===== config.mk =====
export PLATFORM = sky130hd
export DESIGN_NAME = seq_divider
export DESIGN_NICKNAME = d
export VERILOG_FILES = /design/src/rtl/seq_divider.sv
export SDC_FILE = /design/constraint.sdc
export NUM_CORES = 1
export LEC_CHECK = 0
export ABC_AREA = 0
export CAP_MARGIN = 15
export CORE_UTILIZATION = 50
export CTS_BUF_LIST = sky130_fd_sc_hd__clkbuf_2 sky130_fd_sc_hd__clkbuf_4 sky130_fd_sc_hd__clkbuf_8
export CTS_CLUSTER_DIAMETER = 100
export DETAILED_ROUTE_END_ITERATION = 7
export PLACE_DENSITY = 0.78
export SKIP_CTS_REPAIR_TIMING = 1
export SLEW_MARGIN = 30
export SYNTH_ARGS = -nofsm -noshare
export SYNTH_HDL_FRONTEND = slang
export SYNTH_SLANG_ARGS = --single-unit

===== constraint.sdc =====
create_clock -name clk -period 9.7 [get_ports clk]
set_input_delay 1.455 -clock clk [delete_from_list [all_inputs] [get_ports clk]]
set_output_delay 1.455 -clock clk [all_outputs]
set_load 0.01 [all_outputs]

===== src/rtl/seq_divider.sv =====
// Multi-cycle restoring divider for RISC-V DIV/DIVU/REM/REMU, one quotient bit per cycle.
// Optional build macro SEQ_DIV_EARLY_OUT_EN skips iteration when |dividend| < |divisor|.
module seq_divider #(
  parameter int XLEN = 64
) (
  input  logic            clk,
  input  logic            rst,
  input  logic            start,
  input  logic [1:0]      op,
  input  logic [XLEN-1:0] dividend,
  input  logic [XLEN-1:0] divisor,
  output logic            busy,
  output logic            done,
  output logic [XLEN-1:0] result,
  output logic            div_by_zero
);

  localparam int CW = $clog2(XLEN);
  localparam logic [XLEN-1:0] ONE     = XLEN'(1);
  localparam logic [XLEN-1:0] MIN_NEG = {1'b1, {(XLEN-1){1'b0}}};

  typedef enum logic [1:0] {IDLE, CALC, FIX, DONE} state_t;

  state_t          state_q;
  logic [XLEN-1:0] rem_q, quo_q, divisor_q, result_q;
  logic [CW-1:0]   cnt_q;
  logic            negQuo_q, negRem_q, remSel_q;
  logic            busy_q, done_q, dbz_q;

  logic            signedOp, dividendNeg, divisorNeg, zeroDiv, overflow;
  logic [XLEN-1:0] absDividend, absDivisor;
  logic [XLEN:0]   shifted, trial;
  logic [XLEN-1:0] rem_d, quo_d, fixQuo, fixRem;

  // Operand conditioning in IDLE and one restoring step for CALC.
  always_comb begin
    signedOp    = ~op[0];
    dividendNeg = signedOp & dividend[XLEN-1];
    divisorNeg  = signedOp & divisor[XLEN-1];
    absDividend = dividendNeg ? (~dividend + ONE) : dividend;
    absDivisor  = divisorNeg  ? (~divisor  + ONE) : divisor;
    zeroDiv     = (divisor == '0);
    overflow    = signedOp && (dividend == MIN_NEG) && (divisor == '1);

    // rem < divisor keeps rem - divisor inside XLEN+1 signed range, so the top bit is the borrow.
    shifted = {rem_q, quo_q[XLEN-1]};
    trial   = shifted + ~{1'b0, divisor_q} + (XLEN+1)'(1);
    rem_d   = trial[XLEN] ? shifted[XLEN-1:0] : trial[XLEN-1:0];
    quo_d   = {quo_q[XLEN-2:0], ~trial[XLEN]};

    fixQuo = negQuo_q ? (~quo_q + ONE) : quo_q;
    fixRem = negRem_q ? (~rem_q + ONE) : rem_q;
  end

  always_ff @(posedge clk or posedge rst) begin
    if (rst) begin
      state_q   <= IDLE;
      rem_q     <= '0;
      quo_q     <= '0;
      divisor_q <= '0;
      result_q  <= '0;
      cnt_q     <= '0;
      negQuo_q  <= 1'b0;
      negRem_q  <= 1'b0;
      remSel_q  <= 1'b0;
      busy_q    <= 1'b0;
      done_q    <= 1'b0;
      dbz_q     <= 1'b0;
    end else begin
      done_q <= 1'b0;
      case (state_q)
        IDLE: begin
          if (start) begin
            remSel_q  <= op[1];
            negQuo_q  <= dividendNeg ^ divisorNeg;
            negRem_q  <= dividendNeg;
            divisor_q <= absDivisor;
            busy_q    <= 1'b1;
            if (zeroDiv) begin
              result_q <= op[1] ? dividend : '1;
              dbz_q    <= 1'b1;
              done_q   <= 1'b1;
              state_q  <= DONE;
            end else if (overflow) begin
              result_q <= op[1] ? '0 : dividend;
              dbz_q    <= 1'b0;
              done_q   <= 1'b1;
              state_q  <= DONE;
`ifdef SEQ_DIV_EARLY_OUT_EN
            end else if (absDividend < absDivisor) begin
              quo_q   <= '0;
              rem_q   <= absDividend;
              state_q <= FIX;
`endif
            end else begin
              quo_q   <= absDividend;
              rem_q   <= '0;
              cnt_q   <= CW'(XLEN - 1);
              state_q <= CALC;
            end
          end
        end
        CALC: begin
          rem_q <= rem_d;
          quo_q <= quo_d;
          cnt_q <= cnt_q - CW'(1);
          if (cnt_q == '0) begin
            state_q <= FIX;
          end
        end
        FIX: begin
          result_q <= remSel_q ? fixRem : fixQuo;
          dbz_q    <= 1'b0;
          done_q   <= 1'b1;
          state_q  <= DONE;
        end
        DONE: begin
          busy_q  <= 1'b0;
          state_q <= IDLE;
        end
        default: begin
          busy_q  <= 1'b0;
          state_q <= IDLE;
        end
      endcase
    end
  end

  assign busy        = busy_q;
  assign done        = done_q;
  assign result      = result_q;
  assign div_by_zero = dbz_q;

endmodule

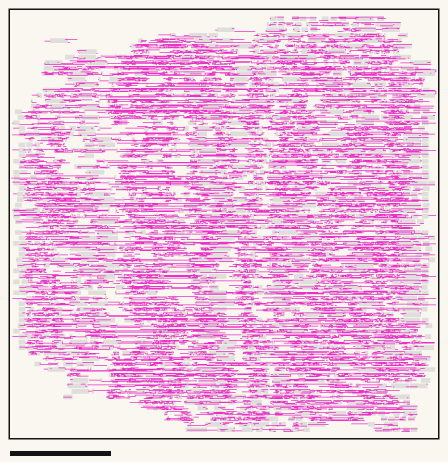
(images/m1.png)
Scale bar: 50 um.
main direction = horizontal
share of all routed wire = 44%
wire length on this layer = 31.2 mm
nets with wire on the layer = 2932
drt total wl: 71100 um
met1 Track Usage GR: 44.7%
vias: 22496

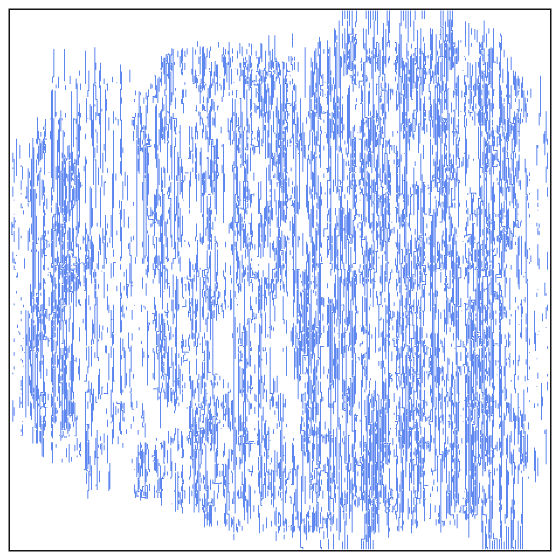
(images/m2.png)
nets with wire on the layer = 2585
longest straight run = 119 um
share of all routed wire = 44%
met2 usage: 47.7%

==> cell families after synthesis <==
| group | share of synthesized area [%] |
|---|---|
| simple gates | 20.8 |
| compound gates | 26.2 |
| buf+inv | 5.20 |
| xor+xnor | 11.8 |
| flops | 30.5 |
| fa+ha+maj | 4.64 |
| mux | 0.870 |
==> critical path, cell delays in order <==
cell,delay (ns)
clkdlybuf4s50_1,0.50
or4_1,0.61
or4b_1,0.59
or4_1,0.52
nor3_1,0.74
a31oi_1,0.35
nor2_1,0.39
a21o_2,0.15
buf_4,0.63
and2_1,0.31
a221oi_1,0.10
==> power by group <==
part	internal, mW	switching (mW)
logic	2.23	3.54
clock network	0.695	0.511
registers	1.64	0.631
total	4.57	4.68
==> final cells by class <==
cell class,count,area (sq um)
antenna,1,2.50
clock buffer,77,985
clock inverter,11,110
fill,3961,17800
inverter,114,440
multi-input combinational,2352,14300
sequential,270,6760
tap,585,732
timing repair buffer,223,2210
==> per-stage QoR <==
| step | worst slack [ns] | hold WS, ns | total power, mW |
|---|---|---|---|
| 3_3_place_gp | 3.40 | 0.459 | 7.75 |
| 5_1_grt | 3.53 | 0.500 | 9.98 |
| 3_5_place_dp | 3.28 | 0.467 | 7.92 |
| 6_report | 3.80 | 0.477 | 9.25 |
| 4_1_cts | 3.94 | 0.479 | 9.15 |
| 2_1_floorplan | 0.806 | 0.450 | 6.22 |
==> metal layers <==
layer | GRT usage (%) | vias to the layer above | routed length [um]
li1 | - | 10680 | -
met5 | 0 | - | 0
met2 | 47.7 | 1064 | 31200
met3 | 5.35 | 137 | 6780
met4 | 10.7 | 0 | 1930
met1 | 44.7 | 10615 | 31200
==> Changelog: implementation <==
## Flow update

- Outcome: finished, final reports clean
- Leak: about 10 nW
- H-tree depth: 2
- CP endpoint kind: flop
- Chip Width: between 200 and 250 um
- Async S/R FF share, synth: 100%
- Critical path required time: between 10 and 15 ns
- Critical Path Fanout Max: roughly 83
- Part of the cycle the worst path needs: 60.9%
- Top logic cells by instance count in the layout: 351 x nand2_1, 321 x o21ai_0, 309 x a21oi_1
- Starting DRT DRC Count: around 2400
- Synth cell types: 74
- Yosys synthesis chip area: approximately 22000 sq um
- GRT Total Usage: 31.3%
- Max Cap Viol: 0
- End of the worst register-to-register path: rem_q[22]
- Syn_nets: roughly 3100
- Initial antenna violation count: 0
- Worst IR drop on VDD: 0.000213 V
- Highest achievable clock rate: 169 MHz
- Placed Area: between 20000 and 25000 sq um
- Worst hold endpoint: result[40]
- Total iterations of the first detailed-routing run: 6
- Num CTS Buffers: 48
- Nets: ~3200
- Worst Reg2Reg Path Length in Cells: 14
- Final setup viols: 0
- Power Density: 362 nW/um^2
- Design area: 25600 sq um
- Hold Crit Depth: 1
- Slew Viols, Final: 0
- Clock Path Buffers: 3
- IO Port Bufs: ~200
- Rows: 76
- Headroom to the max-slew limit: 30.1%
- Share of cells above drive strength 1: around 5.3%
- Core box area: between 40000 and 50000 sq um
- Util after Layout: between 50% and 60%
- Final setup TNS: 0 ns
- Post-Syn Instances: roughly 2900
- Avg Inst Size Synth: roughly 7.6 sq um
- Clk ins delay skew pair: about 0.65 ns
- Area growth syn-to-layout: 15.4%
- Crit path time final: ~5.9 ns
- CTS tree: yes
- HP Start: result[40]
- Critical Path AT: approximately 6.4 ns
- DP HPWL: between 50000 and 60000 um
- Vias in the first global route: around 21000
- Crit path capture: result[28]
- Top cells by area: dfrtp_1 31%, o21ai_0 7.3%, a21oi_1 7.0%, xnor2_1 6.2%, nand2_1 6.0%
- Syn. warnings: 0
- Startpoint Class: primary input
- Stage-log warning count: roughly 40
- RSZ-0062 raised after global routing: no
- Synth cell count leaders: 352 x nand2_1, 321 x o21ai_0, 311 x a21oi_1
- DRC Markers: 0
- Init Core Util: 51.1%
- Worst Setup SP: dividend[28]
- Ports: 200
- First-pass GRT wire length: 113000 um
- Post-synth EDFFs: 0
- Ys flop type: dfrtp_1
- Post-Layout Cell Count: ~3600
- Max-area cell share: a little under a third
- Routability congestion estimate: a little under 1
- Sink Count: around 270
- Hold Vio Cnt, Final: 0
- Yosys reg bits: ~270
- Pin count of the biggest net entering global routing: approximately 140
- Placed Instances: 3544
- Grt ovf: 0
- Hold Crit Class: flop to flop
- Die Ht: 212 um
- Commonest Layout Cell: nand2_1
- Reg2reg start: quo_q[63]
- Synthesized cell area: between 20000 and 25000 sq um
- Top-count cell post-synth: nand2_1
- Worst slew pin tran: a little over 1 ns
- Worst clock skew: about 0.034 ns
- Post-DRT Antenna Nets: 0
- Reg clk slew, reported paths: about 0.060 ns
- Avg Vias per Cell: around 6.2
- Chip area: about 45000 sq um
- Synth Seq Share: 30.5%
- Top cell type by total area after synthesis: dfrtp_1
- Crit Path Class: primary input to flop
- R2r setup slk: 5.09 ns
- DR WL/cell: approximately 20 um
- Ys cells: roughly 3000
- Root cell of the clock tree: clkbuf_8
Power and IR drop assume default switching activity.
